`src/rtl/loader_pkg.sv`:
```
// Shared constants for the instruction loader: HALT marker and FSM state encoding.
// No logic; no latency; no flow control.
// Imported by the loader top and its word assembler.
package loader_pkg;

    localparam logic [31:0] HALT_WORD = 32'hFFFF_FFFF;

    typedef enum logic [1:0] {
        ST_IDLE  = 2'd0,
        ST_LOAD  = 2'd1,
        ST_DONE  = 2'd2,
        ST_ERROR = 2'd3
    } state_t;

endpackage

```
`src/rtl/word_assembler.sv`:
```
// Big-endian byte-to-word assembler: four accepted bytes form one 32-bit word.
// Word valid is combinational in the cycle the 4th byte is accepted.
// No backpressure: every strobed byte is taken; i_clear drops any partial word.
module word_assembler (
    input  logic        i_clk,
    input  logic        i_reset,
    input  logic        i_clear,
    input  logic        i_byte_vld,
    input  logic [7:0]  i_byte_dat,
    output logic        o_word_vld,
    output logic [31:0] o_word_dat,
    output logic [1:0]  o_byte_cnt
);

    logic [23:0] shift_q;

    assign o_word_vld = i_byte_vld && (o_byte_cnt == 2'd3);
    assign o_word_dat = {shift_q, i_byte_dat};

    always_ff @(posedge i_clk or negedge i_reset) begin
        if (!i_reset) begin
            shift_q    <= '0;
            o_byte_cnt <= '0;
        end else if (i_clear) begin
            shift_q    <= '0;
            o_byte_cnt <= '0;
        end else if (i_byte_vld) begin
            shift_q    <= {shift_q[15:0], i_byte_dat};
            o_byte_cnt <= o_byte_cnt + 2'd1;
        end
    end

endmodule

```
`src/rtl/instruction_loader.sv`:
```
// Writes UART-received program words into instruction memory until HALT, overflow or timeout.
// Write pulse appears one cycle after the 4th byte of a word is strobed.
// No backpressure: bytes are accepted every cycle while loading, dropped otherwise.
module instruction_loader
    import loader_pkg::*;
#(
    parameter int NB_ADDR        = 10,
    parameter int MEM_WORDS      = 256,
    parameter int TIMEOUT_CYCLES = 100000
) (
    input  logic               i_clk,
    input  logic               i_reset,
    input  logic               i_start,
    input  logic [7:0]         i_rx_data,
    input  logic               i_rx_valid,
    output logic               o_imem_we,
    output logic [NB_ADDR-1:0] o_imem_addr,
    output logic [31:0]        o_imem_data,
    output logic               o_busy,
    output logic               o_done,
    output logic               o_error,
    output logic [NB_ADDR-2:0] o_word_count
);

    localparam int TW = $clog2(TIMEOUT_CYCLES + 1);
    localparam logic [NB_ADDR-2:0] LAST_IDX = (NB_ADDR-1)'(MEM_WORDS - 1);
    localparam logic [NB_ADDR-2:0] WC_ONE   = (NB_ADDR-1)'(1);
    localparam logic [TW-1:0]      TMO_LAST = TW'(TIMEOUT_CYCLES - 1);
    localparam logic [TW-1:0]      TMO_ONE  = TW'(1);

    state_t        state;
    logic [TW-1:0] tmo_cnt;
    logic          asm_clear;
    logic          asm_byte_vld;
    logic          asm_word_vld;
    logic [31:0]   asm_word_dat;
    logic [1:0]    asm_byte_cnt;

    assign asm_clear    = i_start && (state != ST_LOAD);
    assign asm_byte_vld = i_rx_valid && (state == ST_LOAD);

    word_assembler u_word_assembler (
        .i_clk      (i_clk),
        .i_reset    (i_reset),
        .i_clear    (asm_clear),
        .i_byte_vld (asm_byte_vld),
        .i_byte_dat (i_rx_data),
        .o_word_vld (asm_word_vld),
        .o_word_dat (asm_word_dat),
        .o_byte_cnt (asm_byte_cnt)
    );

    always_ff @(posedge i_clk or negedge i_reset) begin
        if (!i_reset) begin
            state        <= ST_IDLE;
            tmo_cnt      <= '0;
            o_imem_we    <= 1'b0;
            o_imem_addr  <= '0;
            o_imem_data  <= '0;
            o_busy       <= 1'b0;
            o_done       <= 1'b0;
            o_error      <= 1'b0;
            o_word_count <= '0;
        end else begin
            o_imem_we <= 1'b0;
            case (state)
                ST_LOAD: begin
                    // Decide termination on the word currently being written, as its pulse ends.
                    if (o_imem_we) begin
                        o_word_count <= o_word_count + WC_ONE;
                        if (o_imem_data == HALT_WORD) begin
                            state  <= ST_DONE;
                            o_busy <= 1'b0;
                            o_done <= 1'b1;
                        end else if (o_word_count == LAST_IDX) begin
                            state   <= ST_ERROR;
                            o_busy  <= 1'b0;
                            o_error <= 1'b1;
                        end
                    end
                    if (asm_word_vld) begin
                        o_imem_we   <= 1'b1;
                        o_imem_addr <= NB_ADDR'({o_word_count, 2'b00});
                        o_imem_data <= asm_word_dat;
                    end
                    // A byte arriving on the expiry cycle takes priority over the timeout.
                    if (i_rx_valid) begin
                        tmo_cnt <= '0;
                    end else if (asm_byte_cnt != 2'd0) begin
                        if (tmo_cnt == TMO_LAST) begin
                            state   <= ST_ERROR;
                            o_busy  <= 1'b0;
                            o_error <= 1'b1;
                        end else begin
                            tmo_cnt <= tmo_cnt + TMO_ONE;
                        end
                    end
                end
                default: begin
                    if (i_start) begin
                        state        <= ST_LOAD;
                        tmo_cnt      <= '0;
                        o_busy       <= 1'b1;
                        o_done       <= 1'b0;
                        o_error      <= 1'b0;
                        o_word_count <= '0;
                    end
                end
            endcase
        end
    end

endmodule
```
`config.mk`:
```
export PLATFORM = sky130hd
export DESIGN_NAME = instruction_loader
export DESIGN_NICKNAME = d
export VERILOG_FILES = /design/src/rtl/loader_pkg.sv /design/src/rtl/word_assembler.sv /design/src/rtl/instruction_loader.sv
export SDC_FILE = /design/constraint.sdc
export NUM_CORES = 1
export LEC_CHECK = 0
export CAP_MARGIN = 15
export CORE_MARGIN = 10
export CORE_UTILIZATION = 45
export CTS_BUF_LIST = sky130_fd_sc_hd__clkbuf_4 sky130_fd_sc_hd__clkbuf_8
export CTS_CLUSTER_DIAMETER = 100
export DETAILED_ROUTE_END_ITERATION = 8
export GPL_TIMING_DRIVEN = 0
export MAX_ROUTING_LAYER = met4
export PLACE_DENSITY = 0.78
export SYNTH_ARGS = -nofsm -noshare
export SYNTH_HDL_FRONTEND = slang
export SYNTH_SLANG_ARGS = --single-unit
```
`constraint.sdc`:
```
create_clock -name i_clk -period 2.5 [get_ports i_clk]
set_input_delay 0.5 -clock i_clk [delete_from_list [all_inputs] [get_ports i_clk]]
set_output_delay 0.5 -clock i_clk [all_outputs]
set_load 0.02 [all_outputs]
```
==> impl_metrics.csv <==
group,metric,value,unit
status,status,"finished, final reports clean",
power,clkPwrFrac,19.8,%
setup_path,reg2reg_slack,0.49,ns
synth,synthXorXnorAreaFrac,1.04,%
power,p_seq_share,44.9,%
place,place_congestion,0.831,
grt,gr-usage-all-layers,15.5,%
synth,flop_cell,"dfrtp_1",
synth,synth-simple-area-share,12.5,%
route,post_drt_wl_per_cell,18.3,um
finish,finalNetCount,434,
final_timing,fin_crit_sh,87.0,%
cts,cts_setup_buffers,0,
synth,syn-mean-instance-area,12.4,um^2
cts,cts.path.max_buffers,2,
cts,cts_resized,0,
power,p_sw_share,34.5,%
route,ant_nets,0,
setup_path,critPathLaunchType,"input port",
grt,gr-total-overflow,0,
==> critical path, cell delays in order <==
cell	delay [ns]
clkdlybuf4s50_1	0.49
and3b_1	0.22
clkbuf_1	0.26
a21oi_2	0.48
buf_2	0.33
a22o_1	0.17
==> state kept, by name, summed over array words and instances, names as in the netlist <==
signal and flops:
o_busy 1, u_word_assembler.shift_q 24, o_imem_data 32, state 2
u_word_assembler.o_byte_cnt 2, o_error 1, o_word_count 9, o_imem_we 1
tmo_cnt 17, o_imem_addr 8, o_done 1
==> placed cells by master (no fill, tap or decap), types with 3 or more instances in the layout <==
cell and instances:
dfrtp_1 98, clkdlybuf4s50_1 62, mux2_2 39, a22o_1 25, nand2_1 17, a21oi_1 16
nand3_1 14, nand4_1 13, o21ai_0 12, inv_1 10, clkbuf_8 9, buf_2 8
nor2_1 8, o31ai_1 8, or4_1 8, clkbuf_1 5, or3_1 5, ha_1 5
nand2b_1 4, nor3_1 3, nor4_1 3, and4_1 3, xor2_1 3, buf_4 3
==> worst max path at each step <==
| stage | endpoint | slack, ns | cells after the start |
|---|---|---|---|
| final | u_word_assembler.shift_q[23] | 0.33 | 6 |
| after global routing | tmo_cnt[15] | 0.19 | 6 |
| after CTS | tmo_cnt[15] | 0.33 | 6 |
| after detailed placement | tmo_cnt[15] | -0.03 | 6 |
| after global placement | o_imem_data[2] | -2.59 | 1 |
| after floorplan | tmo_cnt[3] | 0.66 | 6 |
==> cell families (layout without fill, tap and decap cells) <==
| group | count (synthesis) | in the layout |
|---|---|---|
| other | 1 | 2 |
| AND-OR/OR-AND | 75 | 75 |
| adder cells (fa/ha/maj) | 5 | 5 |
| XOR/XNOR | 5 | 5 |
| AND/OR/NAND/NOR | 90 | 90 |
| multiplexers | 41 | 41 |
| buffers and inverters | 26 | 106 |
| flip-flops | 98 | 98 |
==> per-stage QoR <==
step	utilization [%]	TNS [ns]	worst slack (ns)	total power, mW	instance area (um^2)
finish	56.7	0	0.325	5.23	5220
floorplan	-	0	0.663	3.26	4220
detailed placement	54.5	-0.192	-0.0345	4.24	5010
global placement	54.3	-253.73	-2.59	4.18	4990
CTS	56.7	0	0.328	5.29	5220
global route	56.7	0	0.192	5.52	5220
==> metal layers <==
metal  vias to the layer above  track usage (%)  wire [um]
li1                       1438                -          -
met1                      1530             19.6       4410
met2                        71             23.9       4640
met3                         5             5.10        630
met4                         0             3.29         72
met5                         -                -          0
==> final cells by class <==
type / count / area (um^2)
Fill cell: 801 / 3980
Sequential cell: 98 / 2450
Multi-Input combinational cell: 218 / 1650
Timing Repair Buffer: 64 / 656
Clock buffer: 11 / 139
Tap cell: 111 / 139
Buffer: 16 / 85.1
Clock inverter: 5 / 62.6
Inverter: 10 / 37.5
==> power by group through the flow <==
stage	logic [mW]	registers, mW	clock network, mW
after global placement	1.83	2.35	0
after global routing	1.97	2.42	1.12
final	1.84	2.35	1.04
after CTS	1.88	2.35	1.06
after floorplan	0.542	2.72	0
after detailed placement	1.87	2.37	0
registers.png
(4 px per um) Other sequential cells in the stronger gray, the rest of the logic in the fainter gray.
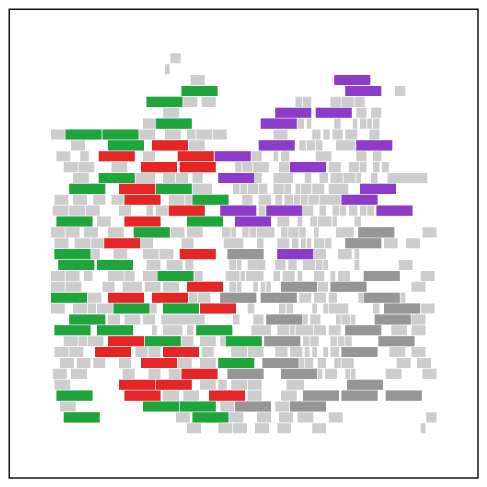
- red: u_word_assembler.shift_q (placed flops 24)
- purple: tmo_cnt (placed flops 17)
- green: o_imem_data (placed flops 32)
- not colored: 25

port_nets.png
(4 px per um)
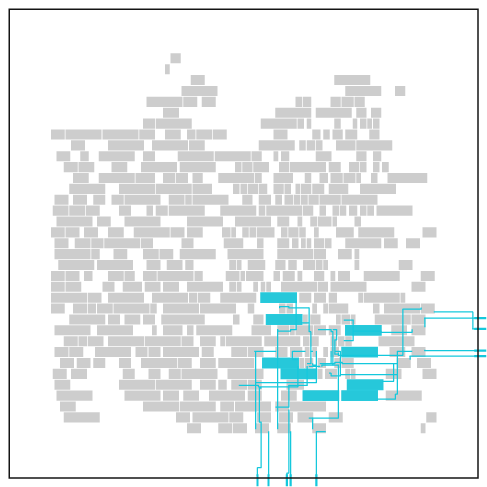
- cyan: o_word_count (bits 9; direction output; edge 5 bottom, 4 right; end cells 9; wire 478 um)

Power figures rest on the tool's default switching activity, not on a simulated workload.
